$ cat src/rtl/npu_pkg.sv
// Shared definitions for the NPU stream feeder: layer-count codes, frame
// geometry constants, feeder FSM states and sticky error bit positions.
package npu_pkg;

  // Hidden-layer count carried in header word 0, bits [1:0]
  typedef enum logic [1:0] {
    NlZeroHidden = 2'd0,
    NlOneHidden  = 2'd1,
    NlTwoHidden  = 2'd2
  } layers_e;

  localparam int unsigned HdrWords   = 6;
  localparam int unsigned MaxNeurons = 32;
  // Width of one neuron-count code (value n-1)
  localparam int unsigned NnW        = $clog2(MaxNeurons);

  typedef enum logic [2:0] {
    StIdle,
    StHdr,
    StWgt,
    StInp,
    StWait,
    StRead,
    StDrain
  } feeder_state_e;

  localparam int unsigned ErrUnderrun  = 0;
  localparam int unsigned ErrIllegalNl = 1;

endpackage

$ cat src/rtl/npu_result_fifo.sv
// Synchronous result FIFO holding {last, data} entries.
// Ports: clk/rst (async active-high), push_i/wdata_i write side,
// pop_i/rdata_o read side (rdata_o shows the head entry), full_o/empty_o.
module npu_result_fifo #(
  parameter int unsigned OFIFO_DEPTH = 4
) (
  input  logic        clk,
  input  logic        rst,
  input  logic        push_i,
  input  logic [32:0] wdata_i,
  input  logic        pop_i,
  output logic [32:0] rdata_o,
  output logic        full_o,
  output logic        empty_o
);

  localparam int unsigned AW = $clog2(OFIFO_DEPTH);

  // Pointers carry one extra wrap bit to tell full from empty
  logic [AW:0]   wr_ptr_q, rd_ptr_q;
  logic [32:0]   mem_q [OFIFO_DEPTH];
  logic          do_push, do_pop;

  assign empty_o = (wr_ptr_q == rd_ptr_q);
  assign full_o  = (wr_ptr_q[AW] != rd_ptr_q[AW]) && (wr_ptr_q[AW-1:0] == rd_ptr_q[AW-1:0]);
  assign do_push = push_i && !full_o;
  assign do_pop  = pop_i && !empty_o;
  assign rdata_o = mem_q[rd_ptr_q[AW-1:0]];

  always_ff @(posedge clk or posedge rst) begin
    if (rst) begin
      wr_ptr_q <= '0;
      rd_ptr_q <= '0;
    end else begin
      if (do_push) wr_ptr_q <= wr_ptr_q + 1'b1;
      if (do_pop)  rd_ptr_q <= rd_ptr_q + 1'b1;
    end
  end

  always_ff @(posedge clk) begin
    if (do_push) mem_q[wr_ptr_q[AW-1:0]] <= wdata_i;
  end

endmodule

$ cat src/rtl/npu_stream_feeder.sv
// Host-side front end of the NPU array controller. Forwards one frame
// (header, weights/biases, input vector) from the s_* stream onto the NPU
// bus with npu_we, waits for npu_ready, reads results with npu_oe into a
// small FIFO and presents them on the m_* stream with a last marker.
// Ports: clk/rst (async active-high); s_valid/s_data/s_ready host input;
// npu_we/npu_wdata/npu_wdata_en/npu_rdata/npu_ready/npu_oe NPU bus;
// m_valid/m_data/m_last/m_ready result output; busy, err status.
module npu_stream_feeder
  import npu_pkg::*;
#(
  parameter int unsigned OFIFO_DEPTH = 4,
  parameter int unsigned CNT_W       = 12
) (
  input  logic        clk,
  input  logic        rst,
  input  logic        s_valid,
  input  logic [31:0] s_data,
  output logic        s_ready,
  output logic        npu_we,
  output logic [31:0] npu_wdata,
  output logic        npu_wdata_en,
  input  logic [31:0] npu_rdata,
  input  logic        npu_ready,
  output logic        npu_oe,
  output logic        m_valid,
  output logic [31:0] m_data,
  output logic        m_last,
  input  logic        m_ready,
  output logic        busy,
  output logic [1:0]  err
);

  feeder_state_e           state_q, state_d;
  logic                    en_q;  // holds s_ready low until the first edge out of reset
  logic                    npu_we_q;
  logic [31:0]             npu_wdata_q;
  logic [1:0]              nl_q, nl_d;
  logic [1:0]              err_q, err_d;
  logic [3:0][NnW-1:0]     nn_q, nn_d;
  logic [CNT_W-1:0]        cnt_q, cnt_d;
  logic [NnW:0]            k_q, k_d;
  logic [NnW-1:0]          j_q, j_d;
  logic [1:0]              lyr_q, lyr_d;

  logic                    xfer, underrun, push, push_last;
  logic                    fifo_full, fifo_empty;
  logic [32:0]             fifo_rdata;
  logic [NnW-1:0]          in_code, out_code;
  logic                    last_k;

  assign xfer      = s_valid && s_ready;
  assign underrun  = !s_valid && (state_q inside {StHdr, StWgt, StInp});
  assign push      = npu_oe;
  assign push_last = (cnt_q == CNT_W'(nn_q[3]));

  // The output layer (lyr == num_layers) reads its width from nn[3]
  assign in_code  = nn_q[lyr_q];
  assign out_code = (lyr_q == nl_q) ? nn_q[3] : nn_q[lyr_q + 2'd1];
  assign last_k   = (k_q == {1'b0, in_code} + 1'b1);

  always_ff @(posedge clk or posedge rst) begin
    if (rst) state_q <= StIdle;
    else     state_q <= state_d;
  end

  always_comb begin
    state_d = state_q;
    nl_d    = nl_q;
    err_d   = err_q;
    nn_d    = nn_q;
    cnt_d   = cnt_q;
    k_d     = k_q;
    j_d     = j_q;
    lyr_d   = lyr_q;
    unique case (state_q)
      StIdle: begin
        if (xfer) begin
          nl_d  = (s_data[1:0] == 2'd3) ? 2'(NlTwoHidden) : s_data[1:0];
          err_d = '0;
          err_d[ErrIllegalNl] = (s_data[1:0] == 2'd3);
          cnt_d   = CNT_W'(1);
          state_d = StHdr;
        end
      end
      StHdr: begin
        if (xfer) begin
          if (cnt_q == CNT_W'(HdrWords - 1)) begin
            // do_act word: forwarded only
            cnt_d   = '0;
            k_d     = '0;
            j_d     = '0;
            lyr_d   = '0;
            state_d = StWgt;
          end else begin
            nn_d[2'(cnt_q - CNT_W'(1))] = s_data[NnW-1:0];
            cnt_d = cnt_q + 1'b1;
          end
        end
      end
      StWgt: begin
        if (xfer) begin
          if (last_k) begin
            k_d = '0;
            if (j_q == out_code) begin
              j_d = '0;
              if (lyr_q == nl_q) begin
                cnt_d   = '0;
                state_d = StInp;
              end else begin
                lyr_d = lyr_q + 1'b1;
              end
            end else begin
              j_d = j_q + 1'b1;
            end
          end else begin
            k_d = k_q + 1'b1;
          end
        end
      end
      StInp: begin
        if (xfer) begin
          if (cnt_q == CNT_W'(nn_q[0])) begin
            cnt_d   = '0;
            state_d = StWait;
          end else begin
            cnt_d = cnt_q + 1'b1;
          end
        end
      end
      StWait: begin
        if (npu_ready) state_d = StRead;
      end
      StRead: begin
        if (push) begin
          if (push_last) begin
            cnt_d   = '0;
            state_d = StDrain;
          end else begin
            cnt_d = cnt_q + 1'b1;
          end
        end
      end
      StDrain: begin
        if (fifo_empty) state_d = StIdle;
      end
      default: state_d = StIdle;
    endcase
    if (underrun) err_d[ErrUnderrun] = 1'b1;
  end

  always_comb begin
    s_ready = 1'b0;
    npu_oe  = 1'b0;
    unique case (state_q)
      StIdle, StHdr, StWgt, StInp: s_ready = en_q;
      StRead:                      npu_oe  = npu_ready && !fifo_full;
      default:                     ;
    endcase
  end

  always_ff @(posedge clk or posedge rst) begin
    if (rst) begin
      en_q        <= 1'b0;
      npu_we_q    <= 1'b0;
      npu_wdata_q <= '0;
      nl_q        <= '0;
      err_q       <= '0;
      nn_q        <= '0;
      cnt_q       <= '0;
      k_q         <= '0;
      j_q         <= '0;
      lyr_q       <= '0;
    end else begin
      en_q     <= 1'b1;
      npu_we_q <= xfer;
      if (xfer) npu_wdata_q <= s_data;
      nl_q     <= nl_d;
      err_q    <= err_d;
      nn_q     <= nn_d;
      cnt_q    <= cnt_d;
      k_q      <= k_d;
      j_q      <= j_d;
      lyr_q    <= lyr_d;
    end
  end

  npu_result_fifo #(
    .OFIFO_DEPTH(OFIFO_DEPTH)
  ) u_fifo (
    .clk     (clk),
    .rst     (rst),
    .push_i  (push),
    .wdata_i ({push_last, npu_rdata}),
    .pop_i   (m_ready),
    .rdata_o (fifo_rdata),
    .full_o  (fifo_full),
    .empty_o (fifo_empty)
  );

  assign npu_we       = npu_we_q;
  assign npu_wdata    = npu_wdata_q;
  assign npu_wdata_en = npu_we_q;
  assign m_valid      = !fifo_empty;
  assign m_data       = fifo_rdata[31:0];
  assign m_last       = !fifo_empty && fifo_rdata[32];
  assign busy         = (state_q != StIdle);
  assign err          = err_q;

endmodule

$ cat config.mk
export PLATFORM = sky130hd
export DESIGN_NAME = npu_stream_feeder
export DESIGN_NICKNAME = d
export VERILOG_FILES = /design/src/rtl/npu_pkg.sv /design/src/rtl/npu_result_fifo.sv /design/src/rtl/npu_stream_feeder.sv
export SDC_FILE = /design/constraint.sdc
export NUM_CORES = 1
export LEC_CHECK = 0
export ABC_AREA = 1
export CORE_MARGIN = 3
export CORE_UTILIZATION = 35
export CTS_BUF_LIST = sky130_fd_sc_hd__clkbuf_8
export CTS_CLUSTER_SIZE = 8
export DETAILED_ROUTE_END_ITERATION = 8
export GPL_ROUTABILITY_DRIVEN = 0
export PLACE_DENSITY = 0.53
export SYNTH_ARGS = -nofsm -noshare
export SYNTH_HDL_FRONTEND = slang
export SYNTH_HIERARCHICAL = 1
export SYNTH_SLANG_ARGS = --single-unit
$ cat constraint.sdc
create_clock -name clk -period 4.7 [get_ports clk]
set_clock_uncertainty 0.2 [all_clocks]
set_input_delay 1.41 -clock clk [delete_from_list [all_inputs] [get_ports clk]]
set_output_delay 1.41 -clock clk [all_outputs]
set_load 0.005 [all_outputs]
==> results.py <==
# Metrics from the implementation run
metrics = {
    "status": {
        "outcome": "complete, no violations",
    },
    "grt": {
        "met3_usage": 0.0479,
        "grt_pass1_vias": 7686,
        "grt_usage": 0.162,
        "grt_overflow": 0,
        "antenna_found_initial": 0,
    },
    "final_layout": {
        "seq_cells": 224,
        "finalInstanceArea_mm2": 0.0130,
        "sh_comb_area": 0.274,
        "syn2layout_area_growth_pct": 24.3,
        "inverters_excl_clock": 89,
        "area_dominant_class": "registers",
        "buf_share": 0.119,
        "flop_area_mm2": 0.00627,
        "clkbuf_count": 44,
        "seq_share": 0.484,
        "n_fill_cell": 2851,
        "logic_area_mm2": 0.00355,
        "n_all_buffers": 156,
        "logic_gate_count": 714,
        "final_util": 0.447,
        "nets": 1308,
        "n_antenna_cell": 0,
        "lay_top_cells": "nand2_1 (294), clkdlybuf4s50_1 (141), edfxtp_1 (132)",
        "largest_register_ffs": 132,
    },
    "logic_synthesis": {
        "synthArstFlopShare": 0.411,
        "ff_type": "edfxtp_1",
        "area_leaders": "edfxtp_1 (38%), dfrtp_1 (22%), nand2_1 (11%), o21ai_0 (4.5%), nor2_1 (3.3%)",
        "ys_seq_frac": 0.601,
        "avgSynthCellArea_um2": 9.72,
        "top_cell_area_share": 0.380,
        "ys_cells": 1073,
        "ys_sh_xor": 0.0228,
        "synthesis.nets": 1156,
        "yosysWarnings": 6,
        "synth_area_mm2": 0.0104,
        "adder_share": 0.0168,
        "synth_chip_area_mm2": 0.0104,
        "ys.flops": 224,
        "synthTopCellsByCount": "nand2_1 (294), edfxtp_1 (132), o21ai_0 (94), nor2_1 (93), dfrtp_1 (92)",
        "synth.cellmix.simpleShare": 0.218,
        "mux_share": 0,
        "ys_top_logic_family": "simple AND/OR/NAND/NOR gates",
        "syn_inst": 1073,
        "edf_count": 132,
        "ys_sh_aoi": 0.0798,
    },
    "job": {
        "cap_viol_max_count": 0,
        "warnings": 34,
    },
    "power": {
        "combPwrFrac": 0.395,
        "p_int_w": 0.00464,
        "p_leak_nw": 5.35,
        "finalPower_w": 0.00747,
        "p_seq_w": 0.00273,
        "p_seq_frac": 0.365,
        "top_power_group": "combinational cells",
        "powerComb_w": 0.00295,
        "p_per_area_mw_per_mm2": 576,
        "swShare": 0.379,
        "peakVddDrop_mv": 0.232,
        "p_switching_w": 0.00283,
    },
    "setup_path": {
        "endpoint": "npu_oe",
        "path_common_cell": "clkdlybuf4s50_1",
        "crit_path_max_incr_delay_ns": 0.59,
        "path_cells": "clkdlybuf4s50_1 -> nand2_1 -> nor2_1 -> clkdlybuf4s50_1",
        "r2r_cells": 16,
        "crit_family": "buffers and inverters",
        "endpoint_kind": "output pin",
        "crit_start": "npu_ready",
        "crit_fanout": 2,
        "startpoint_type": "input pin",
        "crit_type": "input pin to output pin",
        "worst_r2r_endpoint": "state_q[2]",
        "cp_num_buf_inv": 2,
        "cp.depth": 4,
        "worstPathRequired_ns": 3.09,
    },
    "floorplanning": {
        "core_area_mm2": 0.0290,
        "ios": 142,
        "fp_util": 0.359,
        "row_count": 62,
        "chip_area_mm2": 0.0319,
        "die_x_um": 179,
        "die_h_um": 179,
    },
    "drt": {
        "dr.pass1.iters": 5,
        "ant_nets": 0,
        "wl_mm": 25.6,
        "met2_length_mm": 11.8,
        "drt_iter0_drc": 528,
        "via_per_inst": 4.80,
        "vias": 7848,
        "met3_length_mm": 1.89,
        "wl_met1_mm": 11.6,
        "route.detailed.drc": 0,
    },
    "final_timing": {
        "setup_ws_ns": 0.281,
        "fin_hold_ws_ns": 0.277,
        "finalClockPeriodUsage": 0.940,
        "fin_crit_ns": 4.42,
        "finalMaxSlewViolations": 0,
        "grt_setup_unrepaired": "no",
        "fmax_mhz": 226,
        "hold_viol": 0,
        "setup_tns_ns": 0,
        "slew_headroom": 0.535,
        "worst_slew_pin_slew_ns": 0.697,
        "finalSetupViolCount": 0,
    },
    "clock_tree": {
        "clk_path_buf_depth": 3,
        "root_buffer": "clkbuf_8",
        "numCtsBuffers": 40,
        "htree_levels": 2,
        "post_cts_resized": 0,
        "post_cts_buffers": 0,
        "holdBufCountCts": 0,
        "clock-sinks": 224,
    },
    "place": {
        "placed_cells": 1567,
        "dp_hpwl_mm": 16.7,
        "place_area_mm2": 0.0122,
        "pre_cts_ws_ns": 0.275,
        "portBuffers": 141,
    },
    "worst_hold_path": {
        "hp-class": "flop to flop",
        "worstHoldEndpoint": "npu_wdata[8]",
        "hold_start": "npu_wdata[8]",
        "holdPathStages": 2,
    },
}
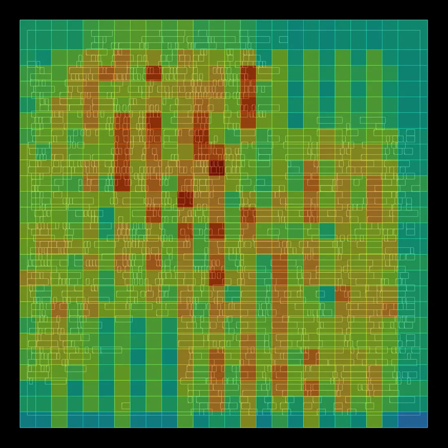
(routing congestion map)
GRT busiest layer: met2
post-DR wirelength/cell: 15.7 µm
GR Layer Usage met1: 0.214

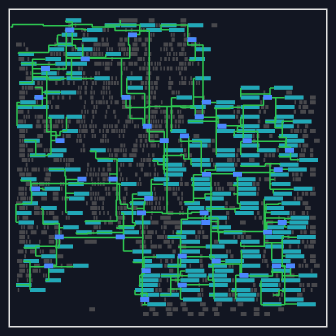
(clock wires, drivers and flops)
[clock wires] green | length: 3200 µm
[flip-flops] cyan | count: 224
[clock-net drivers] blue | count: 40
flops lie: spread over the die
routed clock nets: 41
clk pwr: 0.00179 W
Clock Power Share: 0.240
Late-Pin Clk Latency: 0.55 ns

Power and IR drop assume default switching activity.
